## config.mk

```make
export PLATFORM = sky130hd
export DESIGN_NAME = axi4_stream_downsizer_flat
export DESIGN_NICKNAME = d
export VERILOG_FILES = /design/src/rtl/axi4_stream_downsizer_pkg.sv /design/src/rtl/axi4_stream_if.sv /design/src/rtl/axi4_stream_downsizer_slice_ptr.sv /design/src/rtl/axi4_stream_downsizer.sv /design/src/flat_wrapper.sv
export SDC_FILE = /design/constraint.sdc
export NUM_CORES = 1
export LEC_CHECK = 0
export CAP_MARGIN = 20
export CORE_AREA = 3 3 72 142
export CTS_CLUSTER_DIAMETER = 200
export DETAILED_ROUTE_END_ITERATION = 10
export DIE_AREA = 0 0 75 145
export PLACE_DENSITY = 0.68
export SLEW_MARGIN = 30
export SYNTH_ARGS = -nofsm -noshare
export SYNTH_HDL_FRONTEND = slang
export SYNTH_SLANG_ARGS = --single-unit
```

## constraint.sdc

```tcl
create_clock -name clk_i -period 5.4 [get_ports clk_i]
set_clock_uncertainty 0.2 [all_clocks]
set_input_delay 1.08 -clock clk_i [delete_from_list [all_inputs] [get_ports clk_i]]
set_output_delay 1.08 -clock clk_i [all_outputs]
set_load 0.005 [all_outputs]
```

## src/rtl/axi4_stream_downsizer_pkg.sv

```systemverilog
// Shared types and slice-mask helpers for the AXI4-Stream downsizer.
// Helpers work on fixed maximum-width vectors; callers zero-extend their operands and truncate the results.
package axi4_stream_downsizer_pkg;

  localparam int MAX_RATIO       = 16;
  localparam int MAX_SLICE_BYTES = 32;
  localparam int MAX_KEEP        = MAX_RATIO * MAX_SLICE_BYTES;

  typedef logic [MAX_RATIO-1:0] slice_mask_t;
  typedef logic [MAX_KEEP-1:0]  keep_vec_t;

  // Bit s of the result is set when any tkeep bit of slice s is set.
  function automatic slice_mask_t slice_keep_mask(input keep_vec_t keep,
                                                  input int unsigned ratio,
                                                  input int unsigned slice_bytes);
    keep_vec_t   ones;
    slice_mask_t m;
    ones = ~({MAX_KEEP{1'b1}} << slice_bytes);
    m    = '0;
    for (int unsigned s = 0; s < MAX_RATIO; s++) begin
      if (s < ratio && ((keep >> (s * slice_bytes)) & ones) != '0)
        m = m | (slice_mask_t'(1) << s);
    end
    return m;
  endfunction

  // Index of the highest set bit; 0 for an empty mask.
  function automatic int unsigned msb_index(input slice_mask_t mask);
    int unsigned r;
    r = 0;
    for (int unsigned s = 0; s < MAX_RATIO; s++) begin
      if (((mask >> s) & slice_mask_t'(1)) != '0) r = s;
    end
    return r;
  endfunction

  // Lowest set index at or above idx; returns idx when there is none.
  function automatic int unsigned next_set_index(input slice_mask_t mask, input int unsigned idx);
    int unsigned r;
    r = idx;
    for (int s = MAX_RATIO - 1; s >= 0; s--) begin
      if (s >= int'(idx) && ((mask >> s) & slice_mask_t'(1)) != '0) r = s;
    end
    return r;
  endfunction

endpackage

```

## src/rtl/axi4_stream_if.sv

```systemverilog
// AXI4-Stream bundle with master/slave modports.
interface axi4_stream_if #(
  parameter int DATA_WIDTH = 64,
  parameter int ID_WIDTH   = 1,
  parameter int DEST_WIDTH = 1,
  parameter int USER_WIDTH = 1
);
  localparam int KEEP_WIDTH = DATA_WIDTH / 8;

  logic [DATA_WIDTH-1:0] tdata;
  logic [KEEP_WIDTH-1:0] tkeep;
  logic [KEEP_WIDTH-1:0] tstrb;
  logic                  tlast;
  logic [ID_WIDTH-1:0]   tid;
  logic [DEST_WIDTH-1:0] tdest;
  logic [USER_WIDTH-1:0] tuser;
  logic                  tvalid;
  logic                  tready;

  modport master (output tdata, tkeep, tstrb, tlast, tid, tdest, tuser, tvalid, input tready);
  modport slave  (input tdata, tkeep, tstrb, tlast, tid, tdest, tuser, tvalid, output tready);
endinterface

```

## src/rtl/axi4_stream_downsizer_slice_ptr.sv

```systemverilog
// Slice pointer finder for null-slice skipping (instantiated only with AXI4_STREAM_DOWNSIZER_SKIP_NULL_EN).
// Gives the first and last non-null slice of an incoming word and the next non-null slice of the buffered word.
module axi4_stream_downsizer_slice_ptr
  import axi4_stream_downsizer_pkg::*;
#(
  parameter int RATIO     = 4,
  parameter int IDX_WIDTH = 2
) (
  input  logic [RATIO-1:0]     cap_mask_i,
  input  logic [RATIO-1:0]     buf_mask_i,
  input  logic [IDX_WIDTH-1:0] idx_i,
  output logic [IDX_WIDTH-1:0] cap_first_o,
  output logic [IDX_WIDTH-1:0] cap_last_o,
  output logic                 cap_any_o,
  output logic [IDX_WIDTH-1:0] next_idx_o
);

  assign cap_first_o = IDX_WIDTH'(next_set_index(slice_mask_t'(cap_mask_i), 0));
  assign cap_last_o  = IDX_WIDTH'(msb_index(slice_mask_t'(cap_mask_i)));
  assign cap_any_o   = |cap_mask_i;
  assign next_idx_o  = IDX_WIDTH'(next_set_index(slice_mask_t'(buf_mask_i), 32'(idx_i) + 32'd1));

endmodule

```

## src/rtl/axi4_stream_downsizer.sv

```systemverilog
// Wide-to-narrow AXI4-Stream width converter, least-significant slice first; drops trailing empty slices of tlast words.
// Optional: define AXI4_STREAM_DOWNSIZER_SKIP_NULL_EN to skip all-null slices in every word.
module axi4_stream_downsizer
  import axi4_stream_downsizer_pkg::*;
#(
  parameter int RX_TDATA_WIDTH = 64,
  parameter int TX_TDATA_WIDTH = 16,
  parameter int TID_WIDTH      = 1,
  parameter int TDEST_WIDTH    = 1,
  parameter int TUSER_WIDTH    = 1
) (
  input  logic          clk_i,
  input  logic          rst_i,
  axi4_stream_if.slave  pkt_i,
  axi4_stream_if.master pkt_o
);

  localparam int RATIO         = RX_TDATA_WIDTH / TX_TDATA_WIDTH;
  localparam int IDX_WIDTH     = (RATIO > 2) ? $clog2(RATIO) : 1;
  localparam int RX_KEEP_WIDTH = RX_TDATA_WIDTH / 8;
  localparam int TX_KEEP_WIDTH = TX_TDATA_WIDTH / 8;

  if (RATIO < 2 || RATIO > MAX_RATIO || (RX_TDATA_WIDTH % TX_TDATA_WIDTH) != 0 ||
      (TX_TDATA_WIDTH % 8) != 0 || TX_KEEP_WIDTH > MAX_SLICE_BYTES) begin : g_bad_params
    $error("axi4_stream_downsizer: unsupported width combination");
  end

  logic [RX_TDATA_WIDTH-1:0] data_q;
  logic [RX_KEEP_WIDTH-1:0]  keep_q, strb_q;
  logic                      tlast_q;
  logic [TID_WIDTH-1:0]      tid_q;
  logic [TDEST_WIDTH-1:0]    tdest_q;
  logic [TUSER_WIDTH-1:0]    tuser_q;
  logic                      full_q, full_d;
  logic [IDX_WIDTH-1:0]      idx_q, idx_d;
  logic [IDX_WIDTH-1:0]      last_idx_q, last_idx_d;

  logic                 rx_hs, tx_hs, final_beat;
  logic                 cap_valid;
  logic [IDX_WIDTH-1:0] cap_first, cap_last, adv_idx;
  logic [RATIO-1:0]     in_mask;

  assign final_beat   = (idx_q == last_idx_q);
  assign tx_hs        = full_q && pkt_o.tready;
  assign pkt_i.tready = !rst_i && (!full_q || (tx_hs && final_beat));
  assign rx_hs        = pkt_i.tvalid && pkt_i.tready;

  assign in_mask = RATIO'(slice_keep_mask(keep_vec_t'(pkt_i.tkeep), RATIO, TX_KEEP_WIDTH));

`ifdef AXI4_STREAM_DOWNSIZER_SKIP_NULL_EN
  logic [RATIO-1:0] buf_mask;
  logic             cap_any;

  assign buf_mask = RATIO'(slice_keep_mask(keep_vec_t'(keep_q), RATIO, TX_KEEP_WIDTH));

  axi4_stream_downsizer_slice_ptr #(
    .RATIO     (RATIO),
    .IDX_WIDTH (IDX_WIDTH)
  ) u_slice_ptr (
    .cap_mask_i  (in_mask),
    .buf_mask_i  (buf_mask),
    .idx_i       (idx_q),
    .cap_first_o (cap_first),
    .cap_last_o  (cap_last),
    .cap_any_o   (cap_any),
    .next_idx_o  (adv_idx)
  );

  // An all-null tlast word still yields one empty beat so the packet boundary survives.
  assign cap_valid = cap_any || pkt_i.tlast;
`else
  assign cap_valid = 1'b1;
  assign cap_first = '0;
  assign cap_last  = pkt_i.tlast ? IDX_WIDTH'(msb_index(slice_mask_t'(in_mask)))
                                 : IDX_WIDTH'(RATIO - 1);
  assign adv_idx   = idx_q + IDX_WIDTH'(1);
`endif

  always_comb begin
    full_d     = full_q;
    idx_d      = idx_q;
    last_idx_d = last_idx_q;
    if (rx_hs) begin
      full_d     = cap_valid;
      idx_d      = cap_first;
      last_idx_d = cap_last;
    end else if (tx_hs) begin
      if (final_beat) full_d = 1'b0;
      else            idx_d  = adv_idx;
    end
  end

  always_ff @(posedge clk_i) begin
    if (rst_i) begin
      full_q     <= 1'b0;
      idx_q      <= '0;
      last_idx_q <= '0;
      data_q     <= '0;
      keep_q     <= '0;
      strb_q     <= '0;
      tlast_q    <= 1'b0;
      tid_q      <= '0;
      tdest_q    <= '0;
      tuser_q    <= '0;
    end else begin
      full_q     <= full_d;
      idx_q      <= idx_d;
      last_idx_q <= last_idx_d;
      if (rx_hs) begin
        data_q  <= pkt_i.tdata;
        keep_q  <= pkt_i.tkeep;
        strb_q  <= pkt_i.tstrb;
        tlast_q <= pkt_i.tlast;
        tid_q   <= pkt_i.tid;
        tdest_q <= pkt_i.tdest;
        tuser_q <= pkt_i.tuser;
      end
    end
  end

  assign pkt_o.tvalid = full_q;
  assign pkt_o.tdata  = TX_TDATA_WIDTH'(data_q >> (TX_TDATA_WIDTH * int'(idx_q)));
  assign pkt_o.tkeep  = TX_KEEP_WIDTH'(keep_q >> (TX_KEEP_WIDTH * int'(idx_q)));
  assign pkt_o.tstrb  = TX_KEEP_WIDTH'(strb_q >> (TX_KEEP_WIDTH * int'(idx_q)));
  assign pkt_o.tlast  = tlast_q && final_beat;
  assign pkt_o.tid    = tid_q;
  assign pkt_o.tdest  = tdest_q;
  assign pkt_o.tuser  = tuser_q;

endmodule

```

## src/flat_wrapper.sv

```systemverilog
// flat-port wrapper written by rule: the top's interface ports become plain ports
module axi4_stream_downsizer_flat import axi4_stream_downsizer_pkg::*;
#(
  parameter int RX_TDATA_WIDTH = 64,
  parameter int TX_TDATA_WIDTH = 16,
  parameter int TID_WIDTH      = 1,
  parameter int TDEST_WIDTH    = 1,
  parameter int TUSER_WIDTH    = 1
)
  (clk_i, rst_i, pkt_i_tdata, pkt_i_tkeep, pkt_i_tstrb, pkt_i_tlast, pkt_i_tid, pkt_i_tdest, pkt_i_tuser, pkt_i_tvalid, pkt_i_tready, pkt_o_tdata, pkt_o_tkeep, pkt_o_tstrb, pkt_o_tlast, pkt_o_tid, pkt_o_tdest, pkt_o_tuser, pkt_o_tvalid, pkt_o_tready);
  axi4_stream_if #(.DATA_WIDTH(64)) pkt_i_i ();
  axi4_stream_if #(.DATA_WIDTH(16)) pkt_o_i ();
  input  logic clk_i;
  input  logic rst_i;
  input wire logic [$bits(pkt_i_i.tdata)-1:0] pkt_i_tdata;
  input wire logic [$bits(pkt_i_i.tkeep)-1:0] pkt_i_tkeep;
  input wire logic [$bits(pkt_i_i.tstrb)-1:0] pkt_i_tstrb;
  input wire logic [$bits(pkt_i_i.tlast)-1:0] pkt_i_tlast;
  input wire logic [$bits(pkt_i_i.tid)-1:0] pkt_i_tid;
  input wire logic [$bits(pkt_i_i.tdest)-1:0] pkt_i_tdest;
  input wire logic [$bits(pkt_i_i.tuser)-1:0] pkt_i_tuser;
  input wire logic [$bits(pkt_i_i.tvalid)-1:0] pkt_i_tvalid;
  output wire logic [$bits(pkt_i_i.tready)-1:0] pkt_i_tready;
  output wire logic [$bits(pkt_o_i.tdata)-1:0] pkt_o_tdata;
  output wire logic [$bits(pkt_o_i.tkeep)-1:0] pkt_o_tkeep;
  output wire logic [$bits(pkt_o_i.tstrb)-1:0] pkt_o_tstrb;
  output wire logic [$bits(pkt_o_i.tlast)-1:0] pkt_o_tlast;
  output wire logic [$bits(pkt_o_i.tid)-1:0] pkt_o_tid;
  output wire logic [$bits(pkt_o_i.tdest)-1:0] pkt_o_tdest;
  output wire logic [$bits(pkt_o_i.tuser)-1:0] pkt_o_tuser;
  output wire logic [$bits(pkt_o_i.tvalid)-1:0] pkt_o_tvalid;
  input wire logic [$bits(pkt_o_i.tready)-1:0] pkt_o_tready;
  assign pkt_i_i.tdata = pkt_i_tdata;
  assign pkt_i_i.tkeep = pkt_i_tkeep;
  assign pkt_i_i.tstrb = pkt_i_tstrb;
  assign pkt_i_i.tlast = pkt_i_tlast;
  assign pkt_i_i.tid = pkt_i_tid;
  assign pkt_i_i.tdest = pkt_i_tdest;
  assign pkt_i_i.tuser = pkt_i_tuser;
  assign pkt_i_i.tvalid = pkt_i_tvalid;
  assign pkt_i_tready = pkt_i_i.tready;
  assign pkt_o_tdata = pkt_o_i.tdata;
  assign pkt_o_tkeep = pkt_o_i.tkeep;
  assign pkt_o_tstrb = pkt_o_i.tstrb;
  assign pkt_o_tlast = pkt_o_i.tlast;
  assign pkt_o_tid = pkt_o_i.tid;
  assign pkt_o_tdest = pkt_o_i.tdest;
  assign pkt_o_tuser = pkt_o_i.tuser;
  assign pkt_o_tvalid = pkt_o_i.tvalid;
  assign pkt_o_i.tready = pkt_o_tready;
  axi4_stream_downsizer #(.RX_TDATA_WIDTH(RX_TDATA_WIDTH), .TX_TDATA_WIDTH(TX_TDATA_WIDTH), .TID_WIDTH(TID_WIDTH), .TDEST_WIDTH(TDEST_WIDTH), .TUSER_WIDTH(TUSER_WIDTH)) u_core (.clk_i(clk_i), .rst_i(rst_i), .pkt_i(pkt_i_i), .pkt_o(pkt_o_i));
endmodule
```

==> flow_summary.toml, run 1 <==
# synthesis and place-and-route metrics
[status]
status = "finished, final reports clean"

[route]
drc = 0
routedWlPerCell_um = 14.8
detail-route-antenna-nets = 0
wl_met3_um = 350

[floorplan]
row_count = 50
die_area_mm2 = 0.0109
fp.dieH_um = 145
io-pin-count = 114
taps = 104

[grt]
grt_max_degree = 90
use_met1 = 0.179
track_usage = 0.176
grt_pass1_vias = 3248
grt_first_pass_wirelength_um = 14800

[worst_hold_path]
min_to = "u_core.keep_q[7]"
hold_class = "flop to flop"

[synth]
numSynthFlops = 89
ys_seq_frac = 0.485
mux_share = 0.123
adder_share = 0
ys.flop_type = "dfxtp_1"
yosys_warnings = 0
ys_types = 23
logic_family = "simple AND/OR/NAND/NOR gates"
synth-async-reset-ratio = 0
topCellsByArea = "dfxtp_1 48%, nand2_1 17%, mux4_2 12%"
yosys-top-cells-count = "170 x nand2_1, 89 x dfxtp_1, 88 x a21oi_1, 20 x mux4_2, 14 x clkbuf_1"
yosys.area.top_type = "dfxtp_1"

[critical_path]
start_kind = "primary input"
r2r_cells = 6
crit_family = "buffers and inverters"
crit_buf_inv = 2
regToRegStartpoint = "u_core.idx_q[1]"
path_cells = "clkdlybuf4s50_1, nand3_1, a21oi_1, clkdlybuf4s50_1"

[clock_network]
cts.htree.levels = 3
clockRootBuffer = "clkbuf_16"
tritoncts = "done"

[placed_design]
placed_area_mm2 = 0.00479
placedCellCount = 613
dp_worst_setup_slack_ns = 1.61
dp_hpwl_um = 6480

[final_timing]
grt_setup_unrepaired = "false"
maxSlewViolCount = 0
fin_crit_ns = 3.79
fmax_mhz = 264
slew_headroom = 0.408

[finish]
largest_register = "u_core.data_q"
finalNonFillerCells = 629
fin_nets = 608
layout-drive-gt1-share = 0.0857
buf_share = 0.226
nFillCells = 852
final_area_mm2 = 0.00512
n_antenna_cell = 0
post-route-util = 0.549
top_area_cell_class = "sequential cells"
clk_share = 0.0604

[power_and_ir_drop]
power_mw = 1.61
p_comb_frac = 0.157
p_leak_nw = 1.87
power_clock_uw = 624

[run]
warning_count = 26
**Run 1: clock distribution**

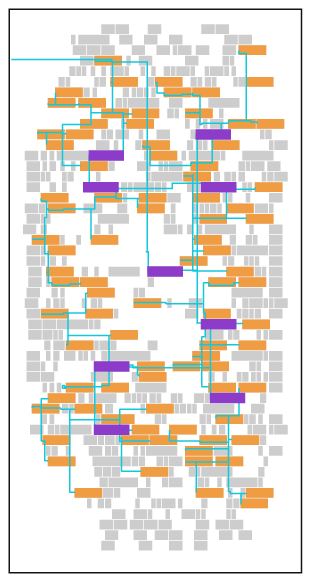
[cyan] clock wires | length: 951 um
[orange] flip-flops | count: 89
[purple] cells driving clock nets | count: 9
routed clock nets: 10

**Run 1: sizing map**

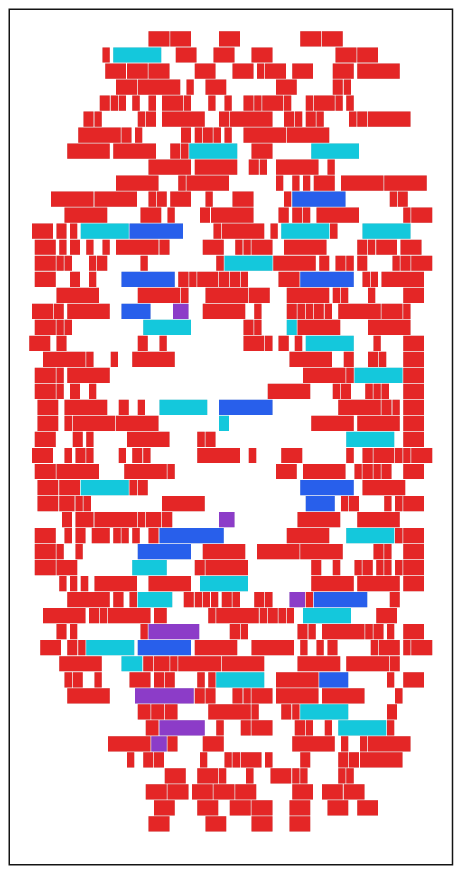
[cyan] drive 2 | cells: 25
[red] drive 1 or less | cells: 480
[blue] drive 6 and up | cells: 13
[purple] drive 3 to 4 | cells: 7
worst setup margin: 1.61 ns
Buffers excl. clock: 117
P&R area growth vs syn: 39.2%

**Run 1: clock wiring as the flow saved it**

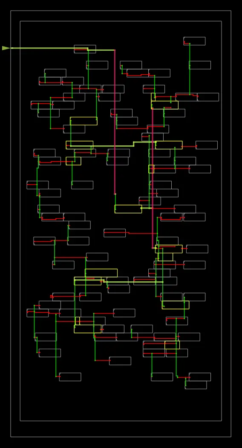
sequential cells: 89
# clock sinks: 89
CLK BUF: 14
total CTS buffers: 9

**Run 1: the metal 1 layer**

Supply wires on this layer in grey.
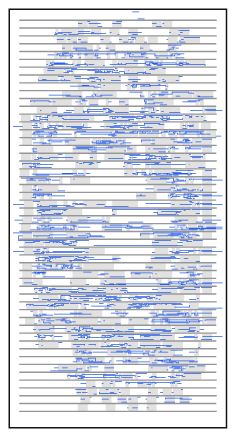

==> run 1 -> run 2 <==
==> constraint.sdc (replaced) <==
create_clock -name clk_i -period 3.5 [get_ports clk_i]
set_clock_uncertainty 0.2 [all_clocks]
set_input_delay 0.7 -clock clk_i [delete_from_list [all_inputs] [get_ports clk_i]]
set_output_delay 0.7 -clock clk_i [all_outputs]
set_load 0.005 [all_outputs]
**Run 2: the metal 1 layer**

Supply wires on this layer in grey.
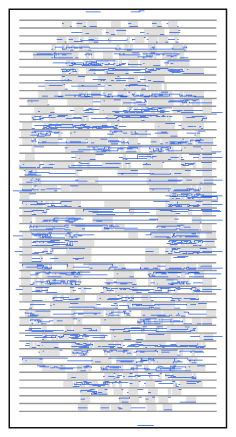
longest straight run: 29.9 um
wire length on this layer: 3480 um
main direction: horizontal
DR vias: 3232
met1 usage: 0.190
Post-Route WL: 9300 um

==> flow_summary.toml, run 2 <==
# synthesis and place-and-route metrics
[status]
status = "finished, final reports clean"

[synth]
adder_share = 0
syn_nets = 514
topCellsByArea = "dfxtp_1 48%, nand2_1 17%, mux4_2 12%"
ys.flop_type = "dfxtp_1"
numSynthFlops = 89
ys_types = 23
mux_share = 0.123
logic_family = "simple AND/OR/NAND/NOR gates"
yosys.area.top_type = "dfxtp_1"
top_cell = "nand2_1"
synth-async-reset-ratio = 0
yosys_warnings = 0
ys_area_mm2 = 0.00367
ys_seq_frac = 0.485
yosys-top-cells-count = "170 x nand2_1, 89 x dfxtp_1, 88 x a21oi_1, 20 x mux4_2, 14 x clkbuf_1"

[clock_network]
cts.htree.levels = 3
cts.sinks = 89
tritoncts = "done"
clockRootBuffer = "clkbuf_16"
numCtsBuffers = 9

[route]
wl_met3_um = 362
routedWlPerCell_um = 14.7
wl_met1_um = 3480
drc = 0
detail-route-antenna-nets = 0

[finish]
layout-drive-gt1-share = 0.0947
top_area_cell_class = "sequential cells"
nFillCells = 861
final_area_mm2 = 0.00521
area_growth_pct = 41.7
buf_share = 0.236
finalNonFillerCells = 632
clk_share = 0.0654
fin_nets = 611
num-clock-buffers = 12
post-route-util = 0.559
largest_register = "u_core.data_q"
signal_buffers = 120
n_antenna_cell = 0
flops = 89

[critical_path]
path_cells = "buf_12, mux4_2, clkdlybuf4s50_1"
arrival_ns = 2.24
crit_buf_inv = 2
crit_family = "buffers and inverters"
r2r_cells = 5
startpoint = "u_core.idx_q[0]"
regToRegStartpoint = "u_core.idx_q[0]"

[floorplan]
taps = 104
fp.dieH_um = 145
die_area_mm2 = 0.0109

[final_timing]
fmax_mhz = 318
layout_setup_ws_ns = 0.356
setup_viol = 0
grt_setup_unrepaired = "false"
slew_headroom = 0.407

[worst_hold_path]
min_to = "u_core.data_q[35]"

[grt]
globalRouteOverflowTotal = 0
grt_pass1_vias = 3168
grt_max_degree = 90
track_usage = 0.177
grt_first_pass_wirelength_um = 14700

[power_and_ir_drop]
p_leak_nw = 1.91
power_mw = 2.60
power_clock_mw = 1.06

[placed_design]
placed_area_mm2 = 0.00487
dp_worst_setup_slack_ns = 0.454
**Run 2: placement by cell class**

The bar under the picture is 20 um long.
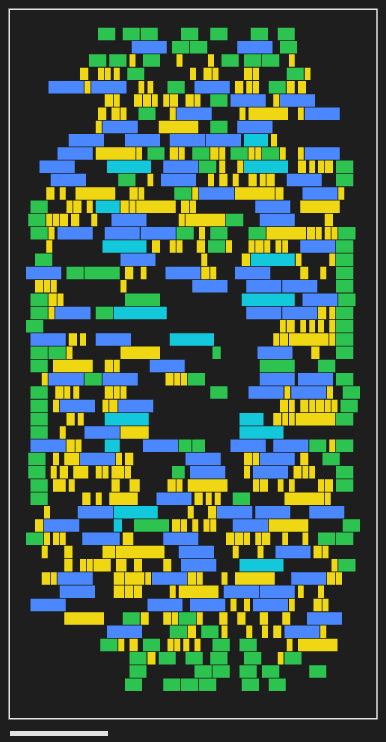
[green] other buffers and delay cells | cells: 120 | share of their area: 24%
[blue] flops | cells: 89 | share of their area: 35%
[yellow] all other logic | cells: 303 | share of their area: 34%
[cyan] clock drivers and dummy loads | cells: 16 | share of their area: 6.7%

